Figure 1. Wiring by layer.
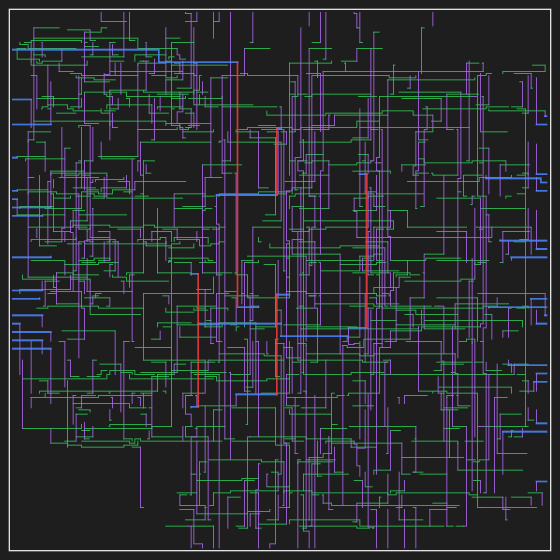
Figure 2. Placed cells, one color a class.
The bar under the picture is 20 um long. Fill, decap, tap and diode cells in gray.
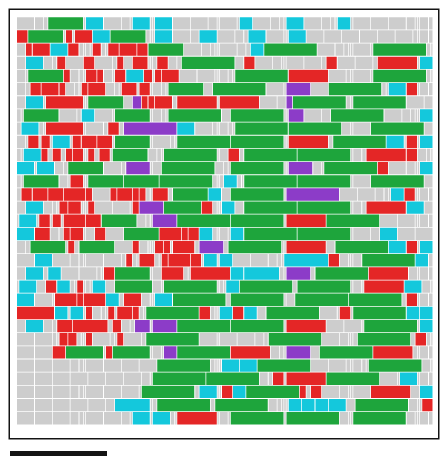
Figure 3. Wire density map.
The die is cut into 18 by 18 equal tiles; black is low, pale yellow is high, scaled to the fullest tile. Values are wire area over tile area, all layers added.
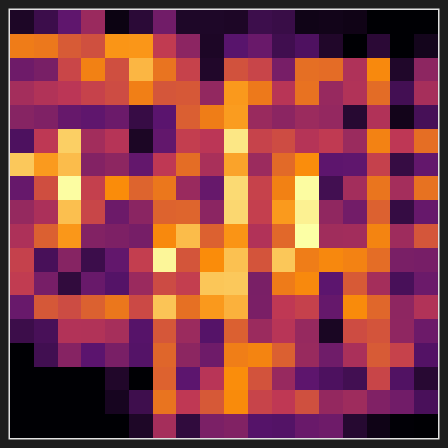
Figure 4. The metal 1 layer.
Supply wires on this layer in gray.
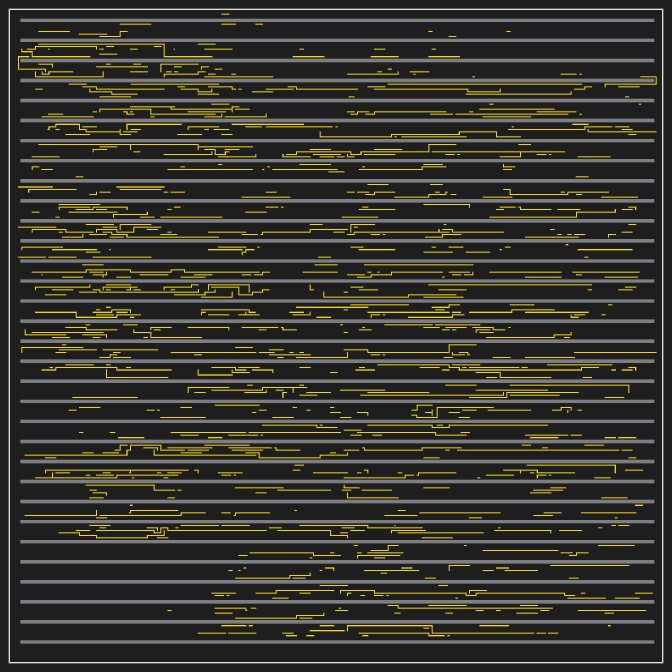
Figure 5. Placement view.
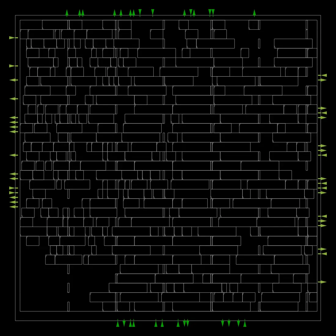
## config.mk

```make
export PLATFORM = sky130hd
export DESIGN_NAME = alu_issue_fifo
export DESIGN_NICKNAME = d
export VERILOG_FILES = /design/src/rtl/alu_issue_fifo.sv
export SDC_FILE = /design/constraint.sdc
export NUM_CORES = 1
export LEC_CHECK = 0
export CAP_MARGIN = 5
export CORE_UTILIZATION = 53
export DETAILED_ROUTE_END_ITERATION = 8
export PLACE_DENSITY_LB_ADDON = 0.25
export SYNTH_ARGS = -nofsm -noshare
export SYNTH_HDL_FRONTEND = slang
export SYNTH_SLANG_ARGS = --single-unit
export TNS_END_PERCENT = 5
```

## constraint.sdc

```tcl
create_clock -name clk -period 2.3 [get_ports clk]
set_input_delay 0.46 -clock clk [delete_from_list [all_inputs] [get_ports clk]]
set_output_delay 0.46 -clock clk [all_outputs]
set_load 0.05 [all_outputs]
```

## src/rtl/alu_issue_fifo.sv

```systemverilog
// Command FIFO between the issue stage and the ALU. Buffers {op, a, b} tuples
// in arrival order and presents the head entry directly to the ALU inputs.
module alu_issue_fifo #(
  parameter int DEPTH = 4,
  parameter int DW    = 8
) (
  input  logic                     clk,
  input  logic                     rst_n,
  input  logic                     flush,
  input  logic                     in_valid,
  output logic                     in_ready,
  input  logic [1:0]               in_op,
  input  logic [DW-1:0]            in_a,
  input  logic [DW-1:0]            in_b,
  output logic                     out_valid,
  input  logic                     out_ready,
  output logic [1:0]               op_code,
  output logic [DW-1:0]            a,
  output logic [DW-1:0]            b,
  output logic [$clog2(DEPTH):0]   count,
  output logic [15:0]              issue_cnt
);

  localparam int AW = $clog2(DEPTH);
  localparam logic [AW:0] FULL = (AW+1)'(DEPTH);

  typedef struct packed {
    logic [1:0]    op;
    logic [DW-1:0] a;
    logic [DW-1:0] b;
  } cmd_t;

  cmd_t          mem_q [DEPTH];
  logic [AW-1:0] wr_ptr_q, wr_ptr_d;
  logic [AW-1:0] rd_ptr_q, rd_ptr_d;
  logic [AW:0]   count_q, count_d;
  logic [15:0]   issue_cnt_q, issue_cnt_d;
  logic          push, pop;
  cmd_t          head;

  always_comb begin
    in_ready  = (count_q < FULL) && !flush;
    out_valid = (count_q != '0);
    push      = in_valid && in_ready;
    pop       = out_valid && out_ready;
    head      = out_valid ? mem_q[rd_ptr_q] : '0;
  end

  // A pop in the flush cycle still counts as issued; flush only clears occupancy.
  always_comb begin
    wr_ptr_d    = wr_ptr_q;
    rd_ptr_d    = rd_ptr_q;
    count_d     = count_q;
    issue_cnt_d = issue_cnt_q;
    if (pop) begin
      rd_ptr_d    = rd_ptr_q + 1'b1;
      issue_cnt_d = issue_cnt_q + 16'd1;
    end
    if (push) begin
      wr_ptr_d = wr_ptr_q + 1'b1;
    end
    case ({push, pop})
      2'b10:   count_d = count_q + 1'b1;
      2'b01:   count_d = count_q - 1'b1;
      default: count_d = count_q;
    endcase
    if (flush) begin
      wr_ptr_d = '0;
      rd_ptr_d = '0;
      count_d  = '0;
    end
  end

  always_ff @(posedge clk) begin
    if (!rst_n) begin
      wr_ptr_q    <= '0;
      rd_ptr_q    <= '0;
      count_q     <= '0;
      issue_cnt_q <= '0;
    end else begin
      wr_ptr_q    <= wr_ptr_d;
      rd_ptr_q    <= rd_ptr_d;
      count_q     <= count_d;
      issue_cnt_q <= issue_cnt_d;
    end
  end

  // Storage is not reset; occupancy alone decides what is visible.
  always_ff @(posedge clk) begin
    if (push) begin
      mem_q[wr_ptr_q] <= cmd_t'{op: in_op, a: in_a, b: in_b};
    end
  end

  assign op_code   = head.op;
  assign a         = head.a;
  assign b         = head.b;
  assign count     = count_q;
  assign issue_cnt = issue_cnt_q;

endmodule
```

==> impl_metrics.yaml <==
# synthesis and place-and-route metrics
cells_and_area:
  nNetsFinal: 361
  buffers: 80
  nFillCells: 486
  logic_area_mm2: 0.00122
  clkbuf_count: 9
  num-multi-input-gates: 134
  syn_to_final_growth_pct: 26.7
  top_area_cell_class: "registers"
  register_area_mm2: 0.00267
  final_layout_size_suffix_gt1_share_pct: 25.3
  inverters: 9
worst_setup_path:
  cp_max_fo: 9
  crit_path_end_kind: "output port"
  cp.required_ns: 1.84
  r2r_slack_ns: 0.36
  r2r_start: "count[2]$_SDFFE_PP0P_"
  cp.arrival_ns: 1.76
  crit_end: "b[7]"
  worst_setup_path_start_kind: "flip-flop"
  r2r_cells: 8
  r2r-end: "count[2]$_SDFFE_PP0P_"
  crit_type: "flip-flop to output port"
run:
  max_cap_violations: 0
place:
  dp_hpwl_um: 4520
  gp_congestion: 0.759
  dp_worst_setup_slack_ns: -0.164
  place_inst: 418
  dpl-instance-area_mm2: 0.00477
outcome:
  status: "completed"
logic_synthesis:
  simple_gate_share_pct: 12.3
  synthDistinctLibCells: 35
  async_reset_ff_share_pct: 0
  synth.cell_area_mm2: 0.00396
  yosysTopAreaCell: "edfxtp_1"
  ys_cells: 248
  synthMuxAreaShare_pct: 12.0
  ys_seq_share_pct: 67.2
  ys_area_mm2: 0.00396
  topCellsByArea: "edfxtp_1 (55%), dfxtp_1 (13%), mux4_2 (10%)"
  yosysWarnings: 0
  yosys.area_share.aoi_pct: 1.55
  ys_sh_xor_pct: 2.65
  synth_dominant_cell_count: "edfxtp_1"
  yosys_most_used_dff: "edfxtp_1"
global_route:
  antenna_found_initial: 0
  grt_max_degree: 20
  grt_pass1_vias: 2164
  grt_pass1_wl_um: 10600
timing:
  setup_viol: 0
  relSlewSlack_pct: 65.7
  finalClockPeriodUsage_pct: 96.5
  whs_ns: 0.480
  fin_tns_setup_ns: 0
  drv_slew: 0
power_and_ir_drop:
  cellPowerDensity_mw_per_mm2: 664
  internal_power_mw: 2.62
  pwr-share-comb_pct: 7.5
  p_leak_nw: 1.80
  p_sw_share_pct: 21.3
  p_sw_mw: 0.710
  p_seq_share_pct: 57.3
routing:
  first_pass_iters: 6
  routed_via_density: 5.04
  drt_iter0_drc: 109
  drtAntennaViolNets: 0
clock_tree:
  cts_root_buffer: "clkbuf_8"
  cts.sinks: 97
  ctsLongestPathBuffers: 2
  tritoncts: "yes"
die:
  die_h_um: 88.4
  io_pins: 62
  dieWidth_um: 88.4
  dieArea_mm2: 0.00782
worst_hold_path:
  whs_path_depth: 2
  min-delay-start: "issue_cnt[15]$_SDFFE_PN0P_"
Notes on Figure 1 above:
met3: in blue, wire length 218 um. met2: in purple, wire length 3,550 um. met1: in green, wire length 2,970 um. met4: in red, wire length 114 um.
routed len/inst: 15.8 um
via count: 2,193

Notes on Figure 2 above:
flip-flops: in green, cells 97, share of their area 55%. other buffers and delay cells: in cyan, cells 80, share of their area 15%. all other logic: in red, cells 143, share of their area 26%. clock drivers and dummy loads: in purple, cells 16, share of their area 4.5%.
design area: 0.00502 mm2
Layout Utilization: 69.2%
CORE AREA: 0.00725 mm2
Seq/total area: 53.2%

Notes on Figure 3 above:
The fullest tile reaches 0.32. 41% of the tiles are over half the peak. 6.8% of the tiles are nearly empty. The emptiest ninth of the die: lower left. The mean over all tiles is 0.14. The densest ninth of the die: center.
Overall Global Routing Usage: 18.7%
routed wire length: 6860 um

Notes on Figure 4 above:
The layer carries 2,970 um of wire. 321 nets have wire on it. The wires run mostly horizontal. The longest straight run is 26.2 um. The layer holds 43% of the routed length.
grt met1 use: 23.3%

Notes on Figure 5 above:
Flops: 97
Site Rows: 31
well tap count: 99
Final Non-Filler Cells: 435

## worst max-delay path, cell delays in order, from the launching register on
cell       delay, ns
dfxtp_2         0.39
clkbuf_16       0.19
mux4_2          0.49
nor2b_1         0.15
buf_4           0.20
## layer usage
metal	vias up	global-route usage (%)	wire length [um]	share of wire, %
li1	1071	-	-	-
met1	1066	23.3	2970	43
met2	45	31.9	3550	52
met3	11	3.08	218	3.2
met4	0	9.38	114	1.7
met5	-	0	0	0
## flip-flops by register name (all words and copies together) (netlist names), named ones only
name,count
wr_ptr_q,2
mem_q,72
rd_ptr_q,2
count,3
issue_cnt,16
## timing repair
action / CTS / global route
pin swaps: 0 / 0
gates cloned: 0 / 1
endpoints found under the hold margin: 0 / 0
hold buffers: 0 / 0
gates resized: 1 / 0
setup endpoints to repair: 1 / 4
## cell usage in the layout, fill, tap and decap left out, types with 2 or more instances in the layout
cell and count:
buf_12 2, dfxtp_2 4, a21oi_1 3, nand3_1 5
xnor2_1 6, buf_4 36, mux4_2 18, nor2_1 10
nor4_4 2, xor2_1 6, edfxtp_1 72, ha_1 6
inv_1 8, dfxtp_1 21, clkdlybuf4s50_1 41, o21ai_0 2
or3_2 2, and2_1 11, a21boi_0 2, clkbuf_8 9
nand2_1 17, nor2b_1 18, nor3_1 2, mux2i_1 7
nand2b_1 8, bufinv_16 2
## power by group through the flow
stage          combinational [mW]  sequential, mW  clock (mW)
6_report                    0.249            1.91        1.17
5_1_grt                     0.267            1.91        1.27
4_1_cts                     0.250            1.91        1.20
3_5_place_dp                0.249            1.95           0
3_3_place_gp                0.245            1.95           0
2_1_floorplan               0.129            1.95           0
Power is estimated from default activity; no workload was simulated.
